$ cat config.mk
export PLATFORM = sky130hd
export DESIGN_NAME = spm_feeder
export DESIGN_NICKNAME = d
export VERILOG_FILES = /design/src/rtl/spm_feeder.sv
export SDC_FILE = /design/constraint.sdc
export NUM_CORES = 1
export LEC_CHECK = 0
export CAP_MARGIN = 40
export CORE_ASPECT_RATIO = 0.75
export CORE_UTILIZATION = 45
export DETAILED_ROUTE_END_ITERATION = 7
export PLACE_DENSITY = 0.78
export SETUP_SLACK_MARGIN = 0.15
export SLEW_MARGIN = 15
export SYNTH_ARGS = -nofsm -noshare
export SYNTH_HDL_FRONTEND = slang
export SYNTH_SLANG_ARGS = --single-unit
export TNS_END_PERCENT = 30
$ cat constraint.sdc
create_clock -name clk -period 5.2 [get_ports clk]
set_input_delay 0.52 -clock clk [delete_from_list [all_inputs] [get_ports clk]]
set_output_delay 0.52 -clock clk [all_outputs]
set_load 0.02 [all_outputs]
$ cat src/rtl/spm_feeder.sv
// Operand feeder and product collector for a serial-parallel (CSA chain) multiplier.
// Presents x in parallel, streams y LSB first with sign extension, and gathers p into prod.
module spm_feeder #(
    parameter int SIZE = 32,
    parameter int LAT  = 0
) (
    input  logic                clk,
    input  logic                rst,
    input  logic                in_valid,
    output logic                in_ready,
    input  logic [SIZE-1:0]     a,
    input  logic [SIZE-1:0]     b,
    output logic [SIZE-1:0]     x,
    output logic                y,
    output logic                clr,
    input  logic                p,
    output logic                out_valid,
    input  logic                out_ready,
    output logic [2*SIZE-1:0]   prod
);

    localparam int RUN_LEN = 2 * SIZE + LAT;
    localparam int CNT_W   = $clog2(RUN_LEN + 1);
    localparam logic [CNT_W-1:0] CNT_LAST = CNT_W'(RUN_LEN - 1);

    typedef enum logic [1:0] {IDLE, CLEAR, RUN, DONE} state_e;

    state_e              state_q, state_d;
    logic [CNT_W-1:0]    cnt_q, cnt_d;
    logic [SIZE-1:0]     x_q, x_d;
    logic [SIZE-1:0]     bsh_q, bsh_d;
    logic [2*SIZE-1:0]   prod_q, prod_d;

    always_ff @(posedge clk or negedge rst) begin
        if (!rst) begin
            state_q <= IDLE;
            cnt_q   <= '0;
            x_q     <= '0;
            bsh_q   <= '0;
            prod_q  <= '0;
        end else begin
            state_q <= state_d;
            cnt_q   <= cnt_d;
            x_q     <= x_d;
            bsh_q   <= bsh_d;
            prod_q  <= prod_d;
        end
    end

    always_comb begin
        state_d   = state_q;
        cnt_d     = cnt_q;
        x_d       = x_q;
        bsh_d     = bsh_q;
        prod_d    = prod_q;
        in_ready  = 1'b0;
        clr       = 1'b0;
        y         = 1'b0;
        out_valid = 1'b0;
        case (state_q)
            IDLE: begin
                in_ready = 1'b1;
                if (in_valid) begin
                    x_d     = a;
                    bsh_d   = b;
                    prod_d  = '0;
                    state_d = CLEAR;
                end
            end
            CLEAR: begin
                clr     = 1'b1;
                cnt_d   = '0;
                state_d = RUN;
            end
            RUN: begin
                // Arithmetic shift: once the multiplier is exhausted, bit 0 keeps repeating its sign.
                y     = bsh_q[0];
                bsh_d = {bsh_q[SIZE-1], bsh_q[SIZE-1:1]};
                if (int'(cnt_q) >= LAT) begin
                    prod_d = {p, prod_q[2*SIZE-1:1]};
                end
                if (cnt_q == CNT_LAST) begin
                    state_d = DONE;
                end else begin
                    cnt_d = cnt_q + 1'b1;
                end
            end
            DONE: begin
                out_valid = 1'b1;
                if (out_ready) begin
                    state_d = IDLE;
                end
            end
            default: state_d = IDLE;
        endcase
    end

    assign x    = x_q;
    assign prod = prod_q;

endmodule

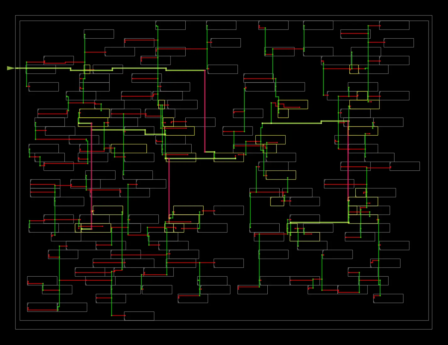
(run_1/clocks.png)
CTS Sinks: 137
number of buffers added by the clock tree synthesis step: 17

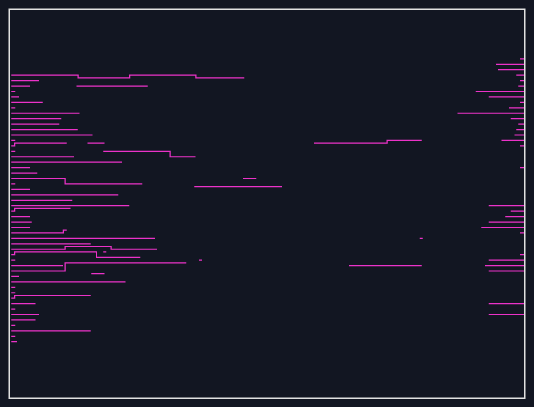
(run_1/layer_met3.png)
(4 px per um)
longest straight run: 35.6 um
nets with wire on the layer: 82
share of all routed wire: 7.8%
wire length on this layer: 929 um

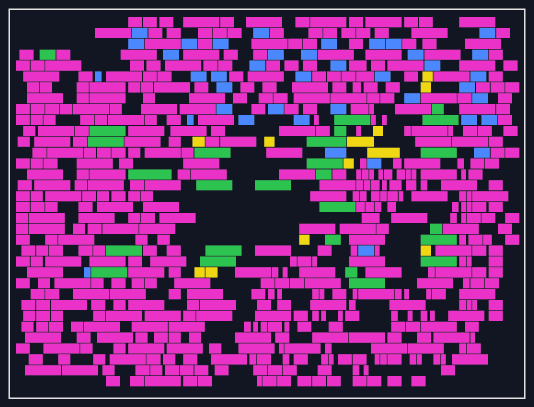
(run_1/sizes.png)
(4 px per um)
| size | colour | cells | most used |
|---|---|---|---|
| _0 and _1 cells | magenta | 502 | clkdlybuf4s50_1 |
| _3 and _4 cells | yellow | 12 | buf_4 |
| _2 cells | blue | 40 | mux2_2 |
| _6 and larger | green | 26 | clkbuf_16 |
number of ordinary and repair buffers in the finished layout: 174
post-layout worst setup margin: 2120 ps
Layout area overhead: 44.5%
area of all placed cells without fillers: 7800 um2

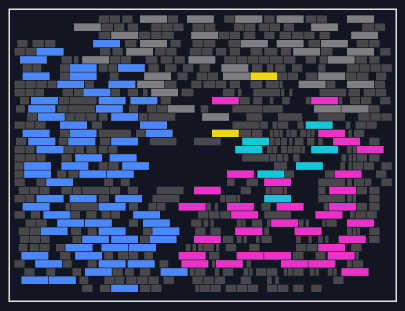
(run_1/flops_by_reg.png)
(3 px per um) Other sequential cells in the stronger grey, the rest of the logic in the fainter grey.
| netlist name | colour | flops |
|---|---|---|
| `bsh_q` | magenta | 32 |
| `state_q` | yellow | 2 |
| `cnt_q` | cyan | 7 |
| `prod` | blue | 64 |
final core utilization: 66.9%
sequential share of cell area: 43.9%
Seq power: 1540 uW

==> results.py, run 1 <==
# Flow results
metrics = {
    "final_layout": {
        "clock_tree_area_fraction_pct": 7.28,
        "drive_gt1_share_pct": 13.4,
        "final_cells": 742,
        "clkbuf_count": 17,
        "multiInputCombCellCount": 233,
        "layout.area.top_class": "sequential cells",
        "inv_count": 4,
        "ff_count": 137,
        "nNetsFinal": 641,
        "fillerInstances": 861,
        "logic_area_um2": 1840,
    },
    "power": {
        "vdd_drop_max_mv": 0.322,
        "power.internal_uw": 2810,
        "clock_power_share_pct": 26.1,
        "p_total_uw": 4360,
        "net-switching-power_uw": 1550,
        "pwr-share-seq_pct": 35.4,
        "total_leakage_power_uw": 0.00344,
        "gate_power_share_pct": 38.5,
        "power-per-cell-area_nw_per_um2": 559,
    },
    "clock_tree": {
        "htreeDepth": 4,
        "tritoncts": "done",
        "postCtsSetupBuffers": 0,
        "clock_tree.root_cell": "sky130_fd_sc_hd__clkbuf_16",
        "holdBufCountCts": 0,
        "cts_resized": 0,
        "cts.path.max_buffers": 2,
    },
    "floorplan": {
        "design.core.area_um2": 11700,
        "floorplan.core_util_pct": 46.3,
        "die_area_um2": 12400,
        "ioPinCount": 169,
        "tapcell.inserted": 162,
        "die-width_um": 128,
        "die_h_um": 96.9,
        "number_of_rows_created_at_floorplan": 34,
    },
    "yosys": {
        "post-synth-top-area-fraction_pct": 63.5,
        "netlist-cell-type-count": 30,
        "post_synth.cell_area_avg_um2": 13.4,
        "synth_top_flop_cell": "sky130_fd_sc_hd__dfrtp_1",
        "post_synth_main_area_contributors": "sky130_fd_sc_hd__dfrtp_1, sky130_fd_sc_hd__a22o_1, sky130_fd_sc_hd__mux2_2, sky130_fd_sc_hd__mux2i_1, sky130_fd_sc_hd__o21ai_0",
        "postSynthRegisterBits": 137,
        "synthDominantAreaCellType": "sky130_fd_sc_hd__dfrtp_1",
        "enable_flop_cells": 0,
        "ys_top_cells_by_count": "sky130_fd_sc_hd__dfrtp_1, sky130_fd_sc_hd__a22o_1, sky130_fd_sc_hd__nand2_1",
        "ys_chip_area_um2": 5400,
        "synth.cellmix.adderShare_pct": 1.16,
        "fraction_of_registers_with_async_set_reset_pct": 100,
        "mux_area_share_pct": 13.5,
        "synth-xor-area-share_pct": 0,
        "synth-compound-area-share_pct": 14.9,
        "synth_area_um2": 5400,
        "yosysCellCount": 402,
        "fp_nets": 476,
        "synth_top_cell_by_count": "sky130_fd_sc_hd__dfrtp_1",
        "synthCells": 402,
        "synth_simple_gate_area_share_pct": 4.33,
    },
    "sta": {
        "clock_skew_ps": 8.81,
        "fin_setup_tns_ps": 0,
        "timing_max_transition_violations_final": 0,
        "rsz0062_at_grt": "no",
        "timing.max_slew.rel_slack_pct": 51.3,
        "hold_slack_ps": 152,
        "min_period_over_period_pct": 59.2,
        "report.final.hold_viol_count": 0,
        "maxClockFrequency_mhz": 325,
        "setup_viol_count_final": 0,
        "final.min_clock_period_ps": 3080,
        "worst_pin_slew_ps": 731,
    },
    "setup_path": {
        "r2r_start": "state_q[0]$_DFFE_PN0P_",
        "worst_r2r_end": "prod[61]$_DFFE_PN0P_",
        "worstPathMaxFanout": 40,
        "critPathLaunchType": "flip-flop",
        "timing.reg2reg.setup_slack_ps": 2870,
        "crit_path_end_kind": "output port",
        "critical_path_class": "reg2out",
        "timing.critical_path.cells": "inv_1 > ha_2 > buf_4 > and2_1 > clkdlybuf4s50_1",
        "worst_setup_path_startpoint": "state_q[0]$_DFFE_PN0P_",
        "timing.critical_path.arrival_ps": 2560,
    },
    "global_routing": {
        "via_count_of_the_first_global_routing_pass": 3871,
        "groute.usage.overall_pct": 20.0,
        "top_usage_layer": "met2",
        "grt_antenna_before_repair": 0,
        "grt-ovfl-total": 0,
        "grt_use_met2_pct": 30.1,
        "grtUsageMet1_pct": 26.8,
    },
    "place": {
        "routabilityCongestion": 0.757,
        "place_ws_ps": 2530,
        "detailed_place_hpwl_mm": 7.93,
        "post-place-cells": 710,
        "io_buf_count": 168,
        "placedInstanceArea_um2": 7240,
    },
    "route": {
        "met3RoutedLength_um": 929,
        "num_vias": 3753,
        "wirelength_met1_mm": 5.49,
        "top_signal_layer_used": "met4",
        "drtAntennaViolNets": 0,
        "dr.pass1.iters": 4,
        "detailedRoute.firstIterationViolations": 117,
        "vias_per_cell": 5.06,
    },
    "worst_hold_path": {
        "worst_min_path_class": "in2async",
    },
    "flow_run": {
        "stage_log_warnings": 29,
    },
    "status": {
        "outcome": "complete, no violations",
    },
}
[run 1: layout by cell type (no fill, tap or decap), types with 2 or more instances in the layout]
master and instances:
sky130_fd_sc_hd__clkdlybuf4s50_1 167, sky130_fd_sc_hd__dfrtp_1 137, sky130_fd_sc_hd__a22o_1 65, sky130_fd_sc_hd__nand2_1 36, sky130_fd_sc_hd__mux2_2 35, sky130_fd_sc_hd__o21ai_0 32
sky130_fd_sc_hd__mux2i_1 31, sky130_fd_sc_hd__clkbuf_16 17, sky130_fd_sc_hd__buf_4 5, sky130_fd_sc_hd__inv_1 4, sky130_fd_sc_hd__a21oi_1 4, sky130_fd_sc_hd__ha_1 4
sky130_fd_sc_hd__inv_6 4, sky130_fd_sc_hd__nor2_1 3, sky130_fd_sc_hd__clkinv_2 3, sky130_fd_sc_hd__clkinvlp_4 3, sky130_fd_sc_hd__and2_1 2, sky130_fd_sc_hd__nand3_1 2
sky130_fd_sc_hd__nor3_1 2, sky130_fd_sc_hd__and3_1 2, sky130_fd_sc_hd__nor2b_1 2, sky130_fd_sc_hd__inv_8 2, sky130_fd_sc_hd__clkinv_4 2
[run 1: power groups by stage]
| stage | Clock (uW) | Combinational (uW) | Sequential, uW |
|---|---|---|---|
| floorplan | 0 | 874 | 1730 |
| global placement | 0 | 1610 | 1540 |
| detailed placement | 0 | 1690 | 1560 |
| CTS | 1170 | 1700 | 1550 |
| global route | 1220 | 1820 | 1590 |
| finish | 1140 | 1680 | 1540 |
[run 1: worst max-delay path: cells and delay by family (launching register included)]
| kind | cells | cell delay, ps |
|---|---|---|
| buf+inv | 3 | 1230 |
| fa+ha+maj | 1 | 290 |
| simple gates | 1 | 210 |
| flops | 1 | 420 |
==> run_1/metal_density.png <==
(3 px per um) 26 x 19 tiles, from black (low) to pale yellow (high), scaled to the fullest tile. Values are wire area over tile area, all layers added.
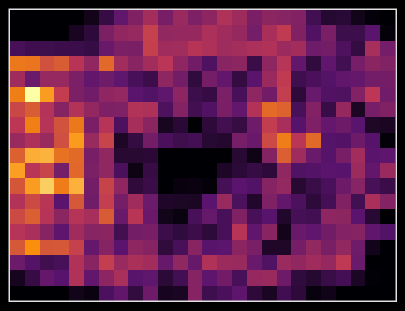

==> run 1 -> run 2 <==
clock period = 3.2 ns   (was 5.2 ns; I/O delays follow)
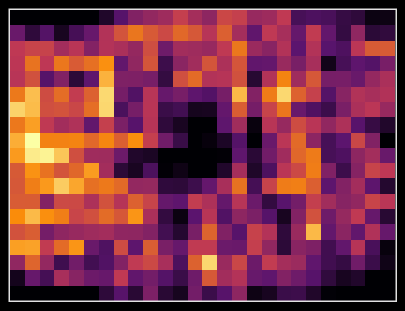
(run_2/metal_density.png)
(3 px per um) 26 x 19 tiles, from black (low) to pale yellow (high), scaled to the fullest tile. Values are wire area over tile area, all layers added.
mean over tiles: 0.16
fullest tile: 0.42
tiles over half the peak: 30%
densest ninth of the die: left middle
nearly empty tiles: 6.7%
emptiest ninth of the die: middle

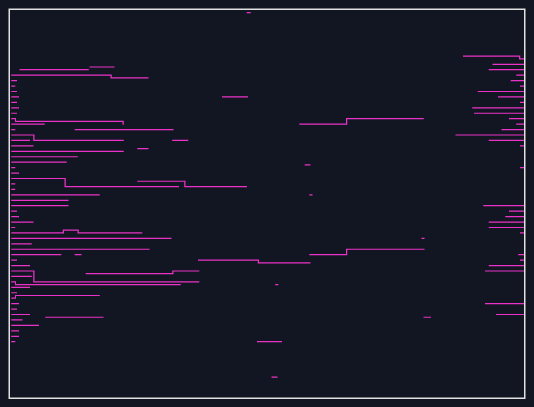
(run_2/layer_met3.png)
(4 px per um)
longest straight run: 41.2 um
main direction: horizontal
wire length on this layer: 982 um

==> results.py, run 2 <==
# Flow results
metrics = {
    "route": {
        "dr.pass1.iters": 5,
        "num_vias": 3834,
        "routed_wl_per_cell_um": 16.7,
        "drc": 0,
        "routed_wirelength_mm": 12.4,
        "drtAntennaViolNets": 0,
        "vias_per_cell": 5.15,
        "detailedRoute.firstIterationViolations": 198,
    },
    "yosys": {
        "synth.cellmix.adderShare_pct": 1.16,
        "yosysCellCount": 402,
        "synth_sequential_area_ratio_pct": 63.5,
        "synth-xor-area-share_pct": 0,
        "synth_area_um2": 5400,
        "post_synth_main_area_contributors": "sky130_fd_sc_hd__dfrtp_1, sky130_fd_sc_hd__a22o_1, sky130_fd_sc_hd__mux2_2, sky130_fd_sc_hd__mux2i_1, sky130_fd_sc_hd__o21ai_0",
        "post_synth.cell_area_avg_um2": 13.4,
        "synthDominantAreaCellType": "sky130_fd_sc_hd__dfrtp_1",
        "ys_top_cells_by_count": "sky130_fd_sc_hd__dfrtp_1, sky130_fd_sc_hd__a22o_1, sky130_fd_sc_hd__nand2_1",
        "ys_chip_area_um2": 5400,
        "fraction_of_registers_with_async_set_reset_pct": 100,
        "enable_flop_cells": 0,
        "mux_area_share_pct": 13.5,
        "synth-compound-area-share_pct": 14.9,
        "netlist-cell-type-count": 30,
        "fp_nets": 476,
        "synth_top_cell_by_count": "sky130_fd_sc_hd__dfrtp_1",
        "ys_top_logic_family": "AND-OR/OR-AND gates",
        "synth_top_flop_cell": "sky130_fd_sc_hd__dfrtp_1",
        "synth_simple_gate_area_share_pct": 4.33,
        "post-synth-top-area-fraction_pct": 63.5,
        "yosysWarningCount": 0,
        "synthCells": 402,
        "postSynthRegisterBits": 137,
    },
    "floorplan": {
        "number_of_rows_created_at_floorplan": 34,
        "floorplan.core_util_pct": 46.3,
        "die-width_um": 128,
        "design.core.area_um2": 11700,
        "ioPinCount": 169,
        "die_area_um2": 12400,
        "die_h_um": 96.9,
    },
    "clock_tree": {
        "clock_sink_count": 137,
        "clock_tree.root_cell": "sky130_fd_sc_hd__clkbuf_16",
        "cts.path.max_buffers": 2,
        "clock_insertion_delay_worst_skew_ps": 410,
        "htreeDepth": 4,
        "postCtsSetupBuffers": 0,
        "tritoncts": "done",
        "path_clk_slew_ps": 60,
        "cts-buffers-inserted": 17,
    },
    "flow_run": {
        "stage_log_warnings": 31,
        "drv.max_cap_violation_count": 0,
    },
    "sta": {
        "worst_pin_slew_ps": 653,
        "rsz0062_at_grt": "no",
        "timing.max_slew.rel_slack_pct": 56.5,
        "final.min_clock_period_ps": 2340,
        "maxClockFrequency_mhz": 428,
        "min_period_over_period_pct": 73.0,
        "setup_viol_count_final": 0,
        "hold_slack_ps": 415,
        "fin_setup_tns_ps": 0,
        "timing_max_transition_violations_final": 0,
        "report.final.hold_viol_count": 0,
        "post_layout_worst_setup_margin_ps": 864,
        "clock_skew_ps": 10.3,
    },
    "place": {
        "place_ws_ps": 1100,
        "io_buf_count": 168,
        "placedInstanceArea_um2": 7260,
        "post-place-cells": 711,
        "routabilityCongestion": 0.727,
        "detailed_place_hpwl_mm": 8.14,
    },
    "setup_path": {
        "worst_case_reg_to_reg_path_depth": 5,
        "critPathLaunchType": "flip-flop",
        "r2r_start": "state_q[0]$_DFFE_PN0P_",
        "timing.critical_path.arrival_ps": 2020,
        "worst_path_max_delay_cell": "sky130_fd_sc_hd__clkdlybuf4s50_1",
        "required_ps": 2880,
        "timing.critical_path.cells": "inv_1 > ha_2 > and2_1 > clkdlybuf4s50_1",
        "worst_r2r_end": "x[16]$_DFFE_PN0P_",
        "cpPeakStageDelay_ps": 610,
        "crit_path_end_kind": "output port",
        "timing.reg2reg.setup_slack_ps": 1100,
        "critical_path_class": "reg2out",
        "worstPathMaxFanout": 8,
    },
    "power": {
        "p_total_uw": 7270,
        "power-per-cell-area_nw_per_um2": 920,
        "vdd_drop_max_mv": 0.554,
        "total_leakage_power_uw": 0.00348,
    },
    "final_layout": {
        "drive_gt1_share_pct": 13.4,
        "areaGrowthSynthToFinish_pct": 46.3,
        "final_cells": 744,
        "insertedDiodeCount": 0,
        "largest_register_ff_count": 64,
        "final_layout_top_logic_cells": "sky130_fd_sc_hd__clkdlybuf4s50_1, sky130_fd_sc_hd__dfrtp_1, sky130_fd_sc_hd__a22o_1, sky130_fd_sc_hd__nand2_1, sky130_fd_sc_hd__mux2_2",
        "nNetsFinal": 643,
        "fin_util_pct": 67.8,
        "mostFrequentLayoutCell": "sky130_fd_sc_hd__clkdlybuf4s50_1",
        "layout.cell_area.non_filler_um2": 7900,
    },
    "global_routing": {
        "grt-ovfl-total": 0,
        "grt_first_pass_wirelength_mm": 20.6,
        "largest_net_degree_at_the_start_of_global_routing": 127,
        "via_count_of_the_first_global_routing_pass": 3993,
        "grt_antenna_before_repair": 0,
        "groute.usage.overall_pct": 21.4,
    },
    "worst_hold_path": {
        "worst_min_path_class": "in2async",
    },
    "status": {
        "outcome": "complete, no violations",
    },
}
[run 2: worst max-delay path by stage]
| stage | startpoint | endpoint | cells past startpoint |
|---|---|---|---|
| 6_report | state_q[0]$_DFFE_PN0P_ | y | 4 |
| 5_1_grt | state_q[0]$_DFFE_PN0P_ | y | 4 |
| 2_1_floorplan | state_q[0]$_DFFE_PN0P_ | bsh_q[0]$_DFFE_PN0P_ | 6 |
| 4_1_cts | state_q[0]$_DFFE_PN0P_ | y | 4 |
| 3_5_place_dp | state_q[0]$_DFFE_PN0P_ | x[17]$_DFFE_PN0P_ | 5 |
| 3_3_place_gp | in_valid | x[24]$_DFFE_PN0P_ | 4 |
[run 2: kinds of logic after synthesis]
kind of cell,after synthesis
AOI/OAI and AO/OA,108
and+or+nand+nor,53
DFF,137
buffers and inverters,32
muxes,67
adders and majority gates,5
[run 2: metal layers]
layer  wire [um]  track usage, %
met2        5830            32.3
met5           0               0
met1        5460            28.4
met3         982            8.52
met4         116            6.43
[run 2: worst max-delay path, delay by kind of cell (launching register included)]
| family | cells | cell delay, ps |
|---|---|---|
| DFF | 1 | 410 |
| buffers and inverters | 2 | 720 |
| adders and majority gates | 1 | 290 |
| and+or+nand+nor | 1 | 190 |
[run 2: repair_timing]
| action | in CTS | in global routing |
|---|---|---|
| endpoints found under the setup margin | 0 | 0 |
| endpoints found under the hold margin | 52 | 0 |
| resized | 0 | 0 |
| hold buffers | 1 | 0 |
[run 2: area by class of cell]
class | count | area [um2]
fill | 877 | 3760
tap | 162 | 203
inverter | 4 | 15.0
timing repair buffer | 176 | 1780
multi-input combinational | 233 | 1840
clock buffer | 23 | 498
clock inverter | 9 | 135
sequential | 137 | 3430
[run 2: power breakdown]
group	internal, uW	switching [uW]
Clock	1330	716
Sequential	2230	277
Combinational	1230	1470
Total	4800	2460
==> run_2/clocks.png <==
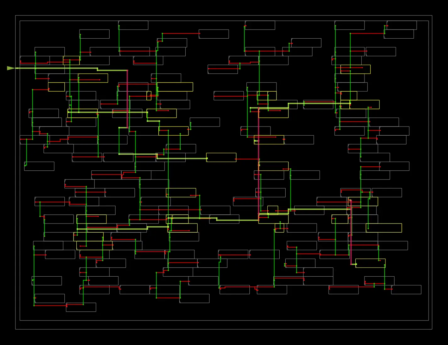

==> run 2 -> run 3 <==
clock period = 2.32 ns   (was 3.2 ns; I/O delays follow)
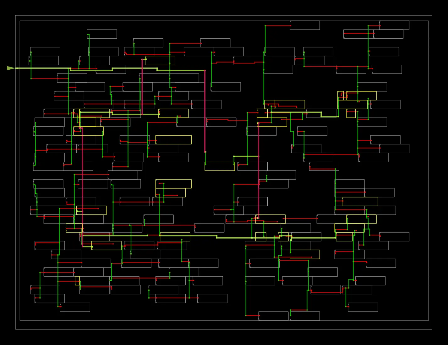
(run_3/clocks.png)
power of the clock network: 2780 uW
clock buf count: 21
clock tree skew after final layout: 10.3 ps
final sequential cell count: 137

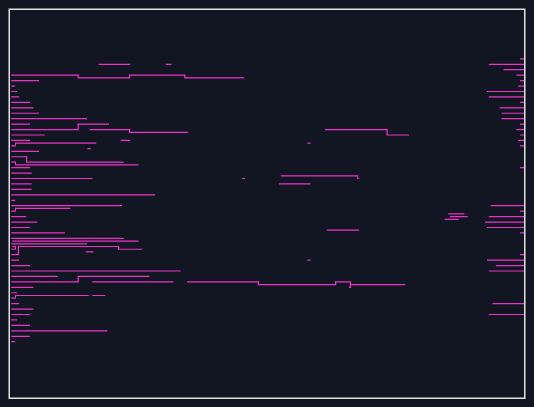
(run_3/layer_met3.png)
(4 px per um)
share of all routed wire: 8.1%
wire length on this layer: 986 um
nets with wire on the layer: 87
longest straight run: 42.1 um
main direction: horizontal

==> results.py, run 3 <==
# Flow results
metrics = {
    "floorplan": {
        "number_of_rows_created_at_floorplan": 34,
        "design.core.area_um2": 11700,
        "die_h_um": 96.9,
        "ioPinCount": 169,
        "floorplan.core_util_pct": 46.3,
    },
    "yosys": {
        "post_synth_main_area_contributors": "sky130_fd_sc_hd__dfrtp_1, sky130_fd_sc_hd__a22o_1, sky130_fd_sc_hd__mux2_2, sky130_fd_sc_hd__mux2i_1, sky130_fd_sc_hd__o21ai_0",
        "ys_top_logic_family": "AND-OR/OR-AND gates",
        "synthCells": 402,
        "synth_top_flop_cell": "sky130_fd_sc_hd__dfrtp_1",
        "synth-compound-area-share_pct": 14.9,
        "fp_nets": 476,
        "yosysWarningCount": 0,
        "synth_simple_gate_area_share_pct": 4.33,
        "ys_chip_area_um2": 5400,
        "mux_area_share_pct": 13.5,
        "netlist-cell-type-count": 30,
        "synth-xor-area-share_pct": 0,
        "yosysCellCount": 402,
        "synth_sequential_area_ratio_pct": 63.5,
        "fraction_of_registers_with_async_set_reset_pct": 100,
    },
    "place": {
        "place_ws_ps": 422,
        "routabilityCongestion": 0.758,
        "detailed_place_hpwl_mm": 7.84,
        "placedInstanceArea_um2": 7270,
        "post-place-cells": 711,
    },
    "setup_path": {
        "timing.critical_path.to": "clr",
        "cpPeakStageDelay_ps": 650,
        "timing.reg2reg.setup_slack_ps": 400,
        "worst_case_reg_to_reg_path_depth": 5,
        "critical_path_class": "reg2out",
        "worstPathMaxFanout": 4,
    },
    "clock_tree": {
        "clock_insertion_delay_worst_skew_ps": 410,
        "htreeDepth": 4,
        "cts.path.max_buffers": 2,
        "postCtsSetupBuffers": 0,
        "clock_sink_count": 137,
        "cts-buffers-inserted": 17,
    },
    "global_routing": {
        "groute.usage.overall_pct": 20.5,
        "largest_net_degree_at_the_start_of_global_routing": 102,
    },
    "sta": {
        "hold_slack_ps": 345,
        "min_period_over_period_pct": 89.0,
        "worst_pin_slew_ps": 506,
    },
    "power": {
        "pwr.group.combinational_uw": 3790,
        "total_leakage_power_uw": 0.00351,
        "power.internal_uw": 6610,
        "clock_power_share_pct": 27.7,
        "power_top_consumer": "combinational cells",
        "power.share.switching_pct": 34.1,
        "pwr-share-seq_pct": 34.5,
        "power-per-cell-area_nw_per_um2": 1270,
        "vdd_drop_max_mv": 0.728,
    },
    "route": {
        "routed_wl_per_cell_um": 16.3,
        "detailedRoute.firstIterationViolations": 198,
        "routed_wirelength_mm": 12.1,
        "vias_per_cell": 5.10,
        "dr.pass1.iters": 4,
        "drc": 0,
        "num_vias": 3792,
    },
    "final_layout": {
        "drive_gt1_share_pct": 13.3,
        "mostFrequentLayoutCell": "sky130_fd_sc_hd__clkdlybuf4s50_1",
        "final_cells": 743,
        "fin_util_pct": 67.8,
        "areaGrowthSynthToFinish_pct": 46.2,
    },
    "status": {
        "outcome": "complete, no violations",
    },
    "flow_run": {
        "drv.max_cap_violation_count": 0,
    },
}
-- run 3: worst min path at each step --
| stage | end | slack (ps) | depth (start not counted) |
|---|---|---|---|
| finish | prod[44]$_DFFE_PN0P_ | 350 | 2 |
| global route | prod[42]$_DFFE_PN0P_ | 400 | 2 |
| floorplan | bsh_q[0]$_DFFE_PN0P_ | -60 | 0 |
| CTS | prod[44]$_DFFE_PN0P_ | 360 | 2 |
| global placement | prod[44]$_DFFE_PN0P_ | 220 | 1 |
| detailed placement | prod[44]$_DFFE_PN0P_ | 220 | 1 |
-- run 3: repair_timing --
item	in CTS	in global routing
resized	1	1
pin swaps	0	0
endpoints found under the hold margin	57	0
setup endpoints to repair	1	1
hold buffers	1	0
-- run 3: layer usage --
| layer | global-route usage, % | share of wire, % |
|---|---|---|
| met1 | 27.5 | 45 |
| met5 | 0 | 0 |
| met2 | 30.1 | 46 |
| met3 | 8.63 | 8.1 |
| met4 | 6.52 | 1.1 |
-- run 3: area by class of cell --
cell class | instances | share of cell area (%)
clock inverters | 10 | 1.81
inverters | 4 | 0.190
repair buffers | 176 | 22.8
multi-input cells | 233 | 23.3
clock buffers | 21 | 5.96
flip-flops and latches | 137 | 43.4
well taps | 162 | 2.57
-- run 3: cell families (layout without fill, tap and decap cells) --
logic type	Yosys count	in the layout
flops	137	137
compound gates	108	108
mux	67	67
simple gates	53	53
buf+inv	32	211
fa+ha+maj	5	5
-- run 3: critical path: cells and delay by family, from the launching register on --
family / cells / cell delay, ps
adder cells (fa/ha/maj): 1 / 250
buffers and inverters: 2 / 750
flip-flops: 1 / 420
No activity file was given, so power comes from the tool's default toggle rates.
